`config.mk`:
```
export PLATFORM = sky130hd
export DESIGN_NAME = id_ex_reg
export DESIGN_NICKNAME = d
export VERILOG_FILES = /design/src/rtl/rv32i_pkg.sv /design/src/rtl/fwd_sel.sv /design/src/rtl/id_ex_reg.sv
export SDC_FILE = /design/constraint.sdc
export NUM_CORES = 1
export LEC_CHECK = 0
export ABC_AREA = 1
export ABC_CLOCK_PERIOD_IN_PS = 900
export CORE_UTILIZATION = 25
export CTS_CLUSTER_DIAMETER = 120
export DETAILED_ROUTE_END_ITERATION = 8
export GPL_TIMING_DRIVEN = 0
export PLACE_DENSITY = 0.55
export SYNTH_ARGS = -nofsm -noshare
export SYNTH_HDL_FRONTEND = slang
export SYNTH_HIERARCHICAL = 1
export SYNTH_SLANG_ARGS = --single-unit
export TNS_END_PERCENT = 20
```
`constraint.sdc`:
```
create_clock -name clk -period 0.9 [get_ports clk]
set_input_delay 0.18 -clock clk [delete_from_list [all_inputs] [get_ports clk]]
set_output_delay 0.18 -clock clk [all_outputs]
set_load 0.02 [all_outputs]
```
`src/rtl/rv32i_pkg.sv`:
```
// Shared RV32I pipeline definitions: widths, ALU op codes, forwarding selects, control bundle.
// Latency: none, declarations and pure combinational helpers only.
// Backpressure: not applicable.
package rv32i_pkg;

    localparam int XLEN_DEF    = 32;
    localparam int ALUOP_W_DEF = 4;
    localparam int REG_IDX_W   = 5;

    typedef logic [REG_IDX_W-1:0] reg_idx_t;

    // ALU operation encodings; ALU_ADD is the all-zero code carried by a bubble.
    typedef enum logic [ALUOP_W_DEF-1:0] {
        ALU_ADD   = 4'h0,
        ALU_SUB   = 4'h1,
        ALU_SLL   = 4'h2,
        ALU_SLT   = 4'h3,
        ALU_SLTU  = 4'h4,
        ALU_XOR   = 4'h5,
        ALU_SRL   = 4'h6,
        ALU_SRA   = 4'h7,
        ALU_OR    = 4'h8,
        ALU_AND   = 4'h9,
        ALU_PASSB = 4'hA
    } alu_op_e;

    // Operand forwarding selects: register file, EX/MEM result, MEM/WB result.
    typedef enum logic [1:0] {
        FWD_RF  = 2'b00,
        FWD_WB  = 2'b01,
        FWD_MEM = 2'b10
    } fwd_sel_e;

    // Single-bit control signals travelling with the instruction.
    typedef struct packed {
        logic alu_src;     // ALU operand B: 0 = rs2_data, 1 = imm
        logic mem_read;
        logic mem_write;
        logic reg_write;
        logic mem_to_reg;
        logic branch;
    } ctrl_t;

    localparam ctrl_t CTRL_BUBBLE = '0;

    // An invalid slot must never write state or redirect fetch, so its
    // side-effecting bits are cleared; mux-select bits are left alone.
    function automatic ctrl_t gate_ctrl(input ctrl_t c, input logic valid);
        ctrl_t g;
        g = c;
        if (!valid) begin
            g.reg_write = 1'b0;
            g.mem_read  = 1'b0;
            g.mem_write = 1'b0;
            g.branch    = 1'b0;
        end
        return g;
    endfunction

    // Register index match that ignores x0, which is hard-wired to zero.
    function automatic logic idx_hit(input reg_idx_t src, input reg_idx_t rd);
        return (rd != '0) && (src == rd);
    endfunction

endpackage

```
`src/rtl/fwd_sel.sv`:
```
// Picks the operand source for one ALU input from the EX/MEM and MEM/WB destinations.
// Latency: combinational, zero cycles.
// Backpressure: none; the enclosing pipeline register decides when the result is captured.
module fwd_sel
    import rv32i_pkg::*;
(
    input  logic [4:0] rs,
    input  logic [4:0] mem_rd,
    input  logic       mem_we,
    input  logic [4:0] wb_rd,
    input  logic       wb_we,
    output logic [1:0] sel
);

    // Youngest producer wins: EX/MEM before MEM/WB, x0 never matches.
    always_comb begin
        sel = FWD_RF;
        if (mem_we && idx_hit(rs, mem_rd)) begin
            sel = FWD_MEM;
        end else if (wb_we && idx_hit(rs, wb_rd)) begin
            sel = FWD_WB;
        end
    end

endmodule

```
`src/rtl/id_ex_reg.sv`:
```
// ID/EX pipeline register with load-use hazard detect; optional forwarding selects under ID_EX_FWD_EN.
// Latency: one cycle id_* -> ex_*; load_use_hazard is combinational.
// Backpressure: stall holds all contents, flush loads a bubble and overrides stall.
module id_ex_reg
    import rv32i_pkg::*;
#(
    parameter int XLEN    = XLEN_DEF,
    parameter int ALUOP_W = ALUOP_W_DEF
) (
    input  logic               clk,
    input  logic               rst_n,
    input  logic               stall,
    input  logic               flush,

    input  logic               id_valid,
    input  logic [XLEN-1:0]    id_pc,
    input  logic [XLEN-1:0]    id_rs1_data,
    input  logic [XLEN-1:0]    id_rs2_data,
    input  logic [XLEN-1:0]    id_imm,
    input  logic [4:0]         id_rs1,
    input  logic [4:0]         id_rs2,
    input  logic [4:0]         id_rd,
    input  logic [ALUOP_W-1:0] id_alu_op,
    input  logic               id_alu_src,
    input  logic               id_mem_read,
    input  logic               id_mem_write,
    input  logic               id_reg_write,
    input  logic               id_mem_to_reg,
    input  logic               id_branch,

`ifdef ID_EX_FWD_EN
    input  logic [4:0]         mem_rd,
    input  logic               mem_reg_write,
    input  logic [4:0]         wb_rd,
    input  logic               wb_reg_write,
    output logic [1:0]         ex_fwd_a,
    output logic [1:0]         ex_fwd_b,
`endif

    output logic               ex_valid,
    output logic [XLEN-1:0]    ex_pc,
    output logic [XLEN-1:0]    ex_rs1_data,
    output logic [XLEN-1:0]    ex_rs2_data,
    output logic [XLEN-1:0]    ex_imm,
    output logic [4:0]         ex_rs1,
    output logic [4:0]         ex_rs2,
    output logic [4:0]         ex_rd,
    output logic [ALUOP_W-1:0] ex_alu_op,
    output logic               ex_alu_src,
    output logic               ex_mem_read,
    output logic               ex_mem_write,
    output logic               ex_reg_write,
    output logic               ex_mem_to_reg,
    output logic               ex_branch,

    output logic               load_use_hazard
);

    localparam logic [ALUOP_W-1:0] ALU_OP_BUBBLE = ALUOP_W'(ALU_ADD);

    ctrl_t id_ctrl;
    ctrl_t ex_ctrl;

    // Bundle the decoded control bits so they move through the register as one field.
    always_comb begin
        id_ctrl            = CTRL_BUBBLE;
        id_ctrl.alu_src    = id_alu_src;
        id_ctrl.mem_read   = id_mem_read;
        id_ctrl.mem_write  = id_mem_write;
        id_ctrl.reg_write  = id_reg_write;
        id_ctrl.mem_to_reg = id_mem_to_reg;
        id_ctrl.branch     = id_branch;
    end

    // Pipeline register: reset clears, flush inserts a bubble (beats stall), stall holds.
    always_ff @(posedge clk or negedge rst_n) begin
        if (!rst_n) begin
            ex_valid    <= 1'b0;
            ex_pc       <= '0;
            ex_rs1_data <= '0;
            ex_rs2_data <= '0;
            ex_imm      <= '0;
            ex_rs1      <= '0;
            ex_rs2      <= '0;
            ex_rd       <= '0;
            ex_alu_op   <= ALU_OP_BUBBLE;
            ex_ctrl     <= CTRL_BUBBLE;
        end else if (flush) begin
            ex_valid    <= 1'b0;
            ex_pc       <= '0;
            ex_rs1_data <= '0;
            ex_rs2_data <= '0;
            ex_imm      <= '0;
            ex_rs1      <= '0;
            ex_rs2      <= '0;
            ex_rd       <= '0;
            ex_alu_op   <= ALU_OP_BUBBLE;
            ex_ctrl     <= CTRL_BUBBLE;
        end else if (!stall) begin
            ex_valid    <= id_valid;
            ex_pc       <= id_pc;
            ex_rs1_data <= id_rs1_data;
            ex_rs2_data <= id_rs2_data;
            ex_imm      <= id_imm;
            ex_rs1      <= id_rs1;
            ex_rs2      <= id_rs2;
            ex_rd       <= id_rd;
            ex_alu_op   <= id_alu_op;
            ex_ctrl     <= gate_ctrl(id_ctrl, id_valid);
        end
    end

    assign ex_alu_src    = ex_ctrl.alu_src;
    assign ex_mem_read   = ex_ctrl.mem_read;
    assign ex_mem_write  = ex_ctrl.mem_write;
    assign ex_reg_write  = ex_ctrl.reg_write;
    assign ex_mem_to_reg = ex_ctrl.mem_to_reg;
    assign ex_branch     = ex_ctrl.branch;

    // A load in EX whose destination is a source of the instruction in ID
    // cannot be forwarded in time; the pipeline controller stalls IF/ID and
    // flushes ID/EX in response. Nothing inside this block consumes it.
    always_comb begin
        load_use_hazard = ex_valid && ex_ctrl.mem_read && id_valid &&
                          (idx_hit(id_rs1, ex_rd) || idx_hit(id_rs2, ex_rd));
    end

`ifdef ID_EX_FWD_EN
    logic [1:0] fwd_a_nxt;
    logic [1:0] fwd_b_nxt;

    fwd_sel u_fwd_a (
        .rs     (id_rs1),
        .mem_rd (mem_rd),
        .mem_we (mem_reg_write),
        .wb_rd  (wb_rd),
        .wb_we  (wb_reg_write),
        .sel    (fwd_a_nxt)
    );

    fwd_sel u_fwd_b (
        .rs     (id_rs2),
        .mem_rd (mem_rd),
        .mem_we (mem_reg_write),
        .wb_rd  (wb_rd),
        .wb_we  (wb_reg_write),
        .sel    (fwd_b_nxt)
    );

    // Forwarding selects follow the same reset/flush/stall rules as the other ex_* fields.
    always_ff @(posedge clk or negedge rst_n) begin
        if (!rst_n) begin
            ex_fwd_a <= FWD_RF;
            ex_fwd_b <= FWD_RF;
        end else if (flush) begin
            ex_fwd_a <= FWD_RF;
            ex_fwd_b <= FWD_RF;
        end else if (!stall) begin
            ex_fwd_a <= fwd_a_nxt;
            ex_fwd_b <= fwd_b_nxt;
        end
    end
`endif

endmodule

```
==> results.py, run 1 <==
# Synthesis and PnR figures
metrics = {
    "job": {
        "drv_cap": 0,
        "warnings": 31,
    },
    "synth": {
        "syn_inst": 704,
        "top_logic_kind": "simple AND/OR/NAND/NOR gates",
        "yosysMostFrequentCell": "nand2_1",
        "synth.cellmix.compoundShare_pct": 1.20,
        "syn_area_um2": 6240,
        "ys_sh_xor_pct": 0.421,
        "ys_sh_simple_pct": 31.4,
        "synth-edff-count": 0,
        "async_reset_ff_share_pct": 100,
        "syn_area_per_cell_um2": 8.87,
        "area_leaders": "dfrtp_1, nand2_1, nand3_1",
        "ys_sh_mux_pct": 0,
        "ff_type": "dfrtp_1",
        "ys_types": 15,
        "ys_cells": 704,
        "ys_warn_count": 6,
        "ys_seq_share_pct": 61.7,
        "syn-num-nets": 862,
        "yosys-top-cells-count": "nand2_1, dfrtp_1, nand3_1",
        "top_area_cell": "dfrtp_1",
        "ys_area_um2": 6240,
        "ys_ff": 154,
        "top_area_share_pct": 61.7,
        "ys_sh_adder_pct": 0,
    },
    "outcome": {
        "outcome": "finished with violations",
        "failed_checks": "hold timing, setup timing",
    },
    "clock_tree": {
        "numCtsBuffers": 17,
        "cts_tree": "yes",
        "insertion_delay_ns": 0.42,
        "ctsLongestPathBuffers": 2,
        "htreeDepth": 4,
        "clkSinkCount": 154,
        "cts_root_buf": "clkbuf_16",
        "cts.clk_slew.worst_paths_ns": 0.07,
    },
    "min_path": {
        "hold_path_class": "input pin to asynchronous set/reset pin",
    },
    "final_layout": {
        "antenna_cells": 1,
        "clkbuf_count": 19,
        "inv_count": 15,
        "drive_above_1_share_pct": 25.4,
        "area_growth_pct": 69.2,
        "num-nets-final": 1231,
        "seq_cells": 154,
        "biggestCellCategory": "sequential cells",
        "buffer_area_share_pct": 34.2,
        "layout_top_cell": "nand2_1",
        "comb_area_share_pct": 19.6,
        "ff_latch_area_um2": 3860,
        "nNonClkBuffers": 399,
        "final-clk-cell-share_pct": 5.21,
        "mostFrequentLayoutCells": "nand2_1, nand3_1, clkdlybuf4s50_1",
        "logic_gate_count": 486,
        "comb_area_um2": 2070,
    },
    "placement": {
        "dp_slack_ns": -1.15,
        "portBuffers": 311,
        "gp_congestion": 0.831,
        "hpwl_um": 15500,
    },
    "global_routing": {
        "grt_max_degree": 81,
        "grt_usage_pct": 17.4,
        "grt_pass1_wl_um": 34600,
        "antenna_found_initial": 1,
        "grt_pass1_vias": 6046,
        "grt_overflow_total": 0,
    },
    "timing": {
        "finClkSkew_ns": 0,
        "finalSetupTns_ns": -36.81,
        "fmax_ghz": 0.574,
        "hold_violations": 79,
        "setup_violations": 155,
        "drv_slew": 0,
        "final.period_utilization_pct": 194,
        "hold_slack_ns": -0.262,
        "worst_pin_slew_ns": 0.645,
        "rsz0062_at_grt": "true",
        "setup_ws_ns": -0.842,
        "relSlewSlack_pct": 57.0,
        "fin_crit_ns": 1.74,
    },
    "critical_path": {
        "cp-end-kind": "primary output",
        "crit_type": "flop to primary output",
        "rr_worst_depth": 3,
        "cp-start-kind": "flop",
        "worstPathMaxFanout": 4,
        "crit_arrival_ns": 1.56,
        "required_ns": 0.72,
    },
    "power_and_ir_drop": {
        "cellPowerDensity_nw_per_um2": 1670,
        "irDropWorstVdd_v": 0.000868,
        "p_leak_nw": 5.55,
    },
    "detailed_routing": {
        "drc": 0,
        "ant_nets": 0,
        "viasPerCell": 4.27,
        "drt_first_pass_iters": 4,
        "wl_per_cell_um": 15.7,
        "drt_iter0_drc": 286,
    },
    "floorplan": {
        "initCoreUtil_pct": 25.6,
        "die-area_um2": 25600,
        "dieHeight_um": 160,
        "io_pins": 313,
        "die_x_um": 160,
    },
}
[run 1: routing by layer]
metal  vias up  wire [um]  global-route usage (%)
met5         -          0                       0
met4         0        346                    4.98
met3        22       1740                    5.82
met2       217      10100                    27.7
met1      2784       9960                    22.4
li1       2995          -                       -
[run 1: repair_timing]
action	in CTS	in global routing
pin swaps	4	2
setup endpoints to repair	308	209
buffers inserted	19	19
resized	769	78
endpoints found under the hold margin	79	79
[run 1: stage by stage]
| stage | cell area, um^2 | cells | utilization [%] | power, mW |
|---|---|---|---|---|
| finish | 10600 | 1410 | 43.3 | 17.7 |
| global route | 10600 | 1410 | 43.3 | 18.5 |
| CTS | 10200 | 1390 | 41.7 | 17.7 |
| detailed placement | 9810 | 1340 | 40.2 | 10.8 |
| global placement | 9780 | 1339 | 40.1 | 10.8 |
| floorplan | 6260 | 704 | - | 8.81 |
[run 1: logic make-up after synthesis]
kind of cell,count (synthesis)
AND-OR/OR-AND,15
XOR/XNOR,3
flip-flops,154
AND/OR/NAND/NOR,468
buffers and inverters,64
[run 1: report_power, final]
part / internal [mW] / switching [mW]
Combinational: 1.58 / 1.60
Clock: 3.83 / 3.09
Sequential: 7.31 / 0.260
[run 1: path summary, 6_finish.rpt]
path,start,to,slack (ns)
max,ex_rd[3],load_use_hazard,-0.84
min,rst_n,ex_rs2_data[27],-0.26
max reg2reg,ex_rs1_data[4],ex_rs1_data[4],0.12
min reg2reg,ex_rs2_data[15],ex_rs2_data[15],0.50
max in group asynchronous,rst_n,ex_rd[4],0.32
min in group clk,stall,ex_pc[7],0.27
[run 1: worst max-delay path, stage by stage, from the launching register on]
cell	delay, ns
dfrtp_2	0.42
inv_1	0.11
nand4_1	0.13
o21ai_0	0.30
a21oi_4	0.05
buf_6	0.14
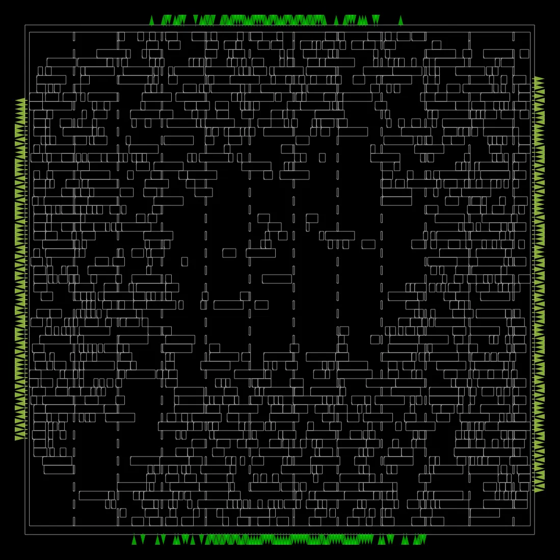
*Placed standard cells, run 1*
Core Rows: 57
num tapcells: 324
Seq/total area: 36.6%
fillcell total: 2501
post-layout instance count excluding filler cells: 1410

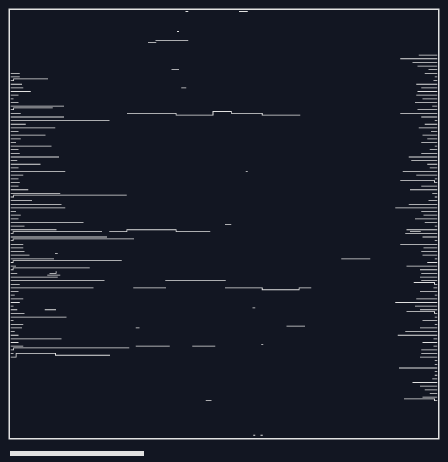
*Signal wires on met3, run 1*
The bar under the picture is 50 um long.
The longest straight run is 45.1 um. The wires run mostly horizontal.
met3 Use GR: 5.82%
total number of vias: 6018
WL final: 22200 um

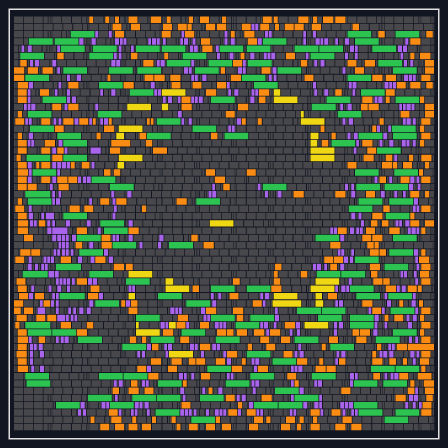
*Placement by cell class, run 1*
Fill, decap, tap and diode cells in gray.
Key: registers = green [cells 154, share of their area 38%]; clock drivers and dummy loads = yellow [cells 31, share of their area 5.4%]; remaining logic cells = purple [cells 501, share of their area 21%]; remaining buffers and delay cells = orange [cells 399, share of their area 36%]
core area: 24400 um^2
utilization after layout: 43.3%
fin area: 10600 um^2

==> run 1 -> run 2 <==
Settings changed: CAP_MARGIN from default to 30, CORE_ASPECT_RATIO from default to 0.5, CTS_CLUSTER_SIZE from default to 24.
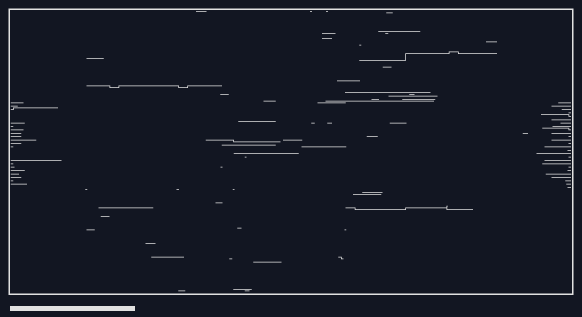
*Signal wires on met3, run 2*
The bar under the picture is 50 um long.
The layer holds 3.6% of the routed length. The wires run mostly horizontal. 79 nets have wire on it.
WL final: 22900 um
total number of vias: 6057
met3 Use GR: 3.30%

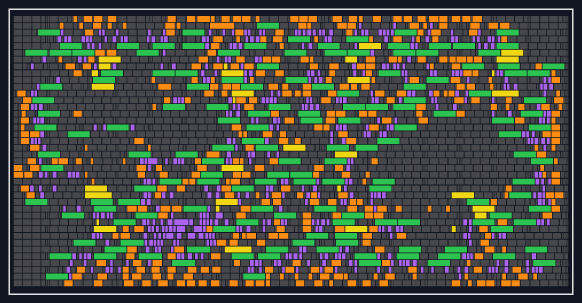
*Placement by cell class, run 2*
Fill, decap, tap and diode cells in gray.
Key: remaining buffers and delay cells = orange [cells 397, share of their area 35%]; registers = green [cells 154, share of their area 38%]; remaining logic cells = purple [cells 501, share of their area 21%]; clock drivers and dummy loads = yellow [cells 31, share of their area 5.8%]

==> run 2 against run 1 <==
Compared with the run above:
- the flow still finishes with violations (hold timing, setup timing)
- first-iteration DRC count up 9.8%
- setup slack better by 0.017 ns
- clock power up 7.1%
- die size up 0.15%
==> results.py, run 2 <==
# Synthesis and PnR figures
metrics = {
    "floorplan": {
        "dieHeight_um": 114,
        "die_x_um": 225,
        "die-area_um2": 25600,
        "row_count": 40,
        "initCoreUtil_pct": 25.8,
    },
    "synth": {
        "yosys-top-cells-count": "nand2_1, dfrtp_1, nand3_1",
        "ff_type": "dfrtp_1",
        "yosysMostFrequentCell": "nand2_1",
        "ys_seq_share_pct": 61.7,
        "syn_area_um2": 6240,
        "top_area_share_pct": 61.7,
        "async_reset_ff_share_pct": 100,
        "area_leaders": "dfrtp_1, nand2_1, nand3_1",
        "ys_cells": 704,
        "syn_area_per_cell_um2": 8.87,
        "top_area_cell": "dfrtp_1",
    },
    "final_layout": {
        "fillers": 2469,
        "final_cells": 1420,
        "num-nets-final": 1229,
        "drive_above_1_share_pct": 25.9,
        "post-route-util_pct": 44.0,
        "mostFrequentLayoutCells": "nand2_1, clkdlybuf4s50_1, nand3_1",
        "layout_top_cell": "nand2_1",
        "area_growth_pct": 70.6,
        "final_area_um2": 10700,
        "ff_latch_area_um2": 3860,
    },
    "timing": {
        "finalSetupTns_ns": -39.79,
        "setup_ws_ns": -0.825,
        "relSlewSlack_pct": 61.9,
        "fin_crit_ns": 1.73,
        "drv_slew": 0,
        "fmax_ghz": 0.580,
        "hold_slack_ns": -0.370,
        "finClkSkew_ns": 0,
        "hold_violations": 46,
        "setup_violations": 156,
    },
    "outcome": {
        "outcome": "finished with violations",
        "failed_checks": "hold timing, setup timing",
    },
    "critical_path": {
        "r2r-end": "ex_rs2[4]",
        "worstPathMaxFanout": 5,
        "crit_path_start": "ex_rd[4]",
        "cp-start-kind": "flop",
        "crit_path_end": "load_use_hazard",
        "r2r_slack_ns": 0.01,
        "required_ns": 0.72,
        "reg2reg_from": "ex_rs2[4]",
    },
    "clock_tree": {
        "ctsLongestPathBuffers": 2,
        "cts_resized": 790,
        "insertion_delay_ns": 0.43,
        "numCtsBuffers": 17,
        "cts_tree": "yes",
        "clkSinkCount": 154,
        "cts_root_buf": "clkbuf_16",
        "cts.clk_slew.worst_paths_ns": 0.06,
    },
    "placement": {
        "gp_congestion": 0.845,
        "place_inst": 1352,
    },
    "global_routing": {
        "grt_pass1_wl_um": 34700,
        "antenna_found_initial": 1,
        "grt_usage_pct": 17.9,
    },
    "detailed_routing": {
        "drt_first_pass_iters": 4,
        "viasPerCell": 4.27,
        "drc": 0,
    },
    "power_and_ir_drop": {
        "cellPowerDensity_nw_per_um2": 1710,
        "p_int_mw": 13.4,
        "p_clk_share_pct": 40.7,
        "switching_share_pct": 26.1,
        "p_seq_share_pct": 41.7,
        "power_mw": 18.2,
    },
    "min_path": {
        "hold_path_class": "input pin to asynchronous set/reset pin",
    },
    "job": {
        "warnings": 33,
    },
}
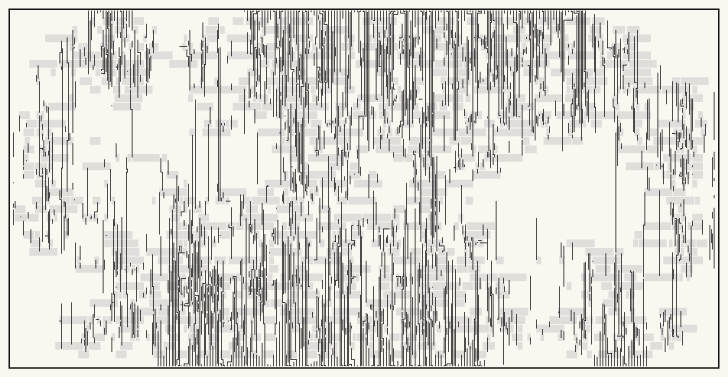
*Signal wires on met2, run 2*
The longest straight run is 52.0 um. The wires run mostly vertical. The layer carries 12000 um of wire. 996 nets have wire on it. The layer holds 52% of the routed length.
met2 usage: 31.8%

## run 2: worst max-delay path, cell delays in order (launching register included)
cell	delay, ns
dfrtp_2	0.42
inv_1	0.07
nand2_1	0.05
nand2_1	0.05
nor2_1	0.13
nand3_2	0.10
a21oi_4	0.15
buf_6	0.13
## run 2: per-layer routing
metal | vias to the layer above | global-route usage (%) | wire length (um) | part of all wire (%)
li1 | 2981 | - | - | -
met1 | 2909 | 21.8 | 9640 | 42
met2 | 140 | 31.8 | 12000 | 52
met3 | 27 | 3.30 | 833 | 3.6
met4 | 0 | 6.35 | 463 | 2.0
met5 | - | 0 | 0 | 0
## run 2: cells by family after synthesis
kind of cell    count (synthesis)  share of synthesized area, %
flops                         154                          61.7
compound gates                 15                          1.20
simple gates                  468                          31.4
xor+xnor                        3                         0.421
buf+inv                        64                          5.25
## run 2: layout make-up
cell class / count / area share, %
repair buffers: 348 / 31.2
clock buffers: 23 / 4.49
diodes: 1 / 0.0235
well taps: 336 / 3.95
plain buffers: 49 / 2.91
multi-input cells: 486 / 19.6
inverters: 15 / 0.529
clock inverters: 8 / 1.10
flip-flops and latches: 154 / 36.2
## run 2: power groups by stage
stage | logic [mW] | clock network [mW] | registers, mW
after floorplan | 0.685 | 0 | 8.12
after global placement | 3.11 | 0 | 7.65
after detailed placement | 3.14 | 0 | 7.65
after CTS | 3.06 | 7.58 | 7.56
after global routing | 3.44 | 7.91 | 7.62
final | 3.20 | 7.41 | 7.58
## run 2: worst min-delay path by stage
stage	to	slack [ns]	depth (start not counted)
floorplan	ex_alu_op[0]	-0.12	0
detailed placement	ex_rs1_data[15]	0.11	1
global route	ex_rs1_data[9]	-0.35	1
CTS	ex_rs1_data[15]	-0.36	1
finish	ex_rs1_data[15]	-0.37	1
global placement	ex_imm[13]	0.49	2
Power figures rest on the tool's default switching activity, not on a simulated workload.
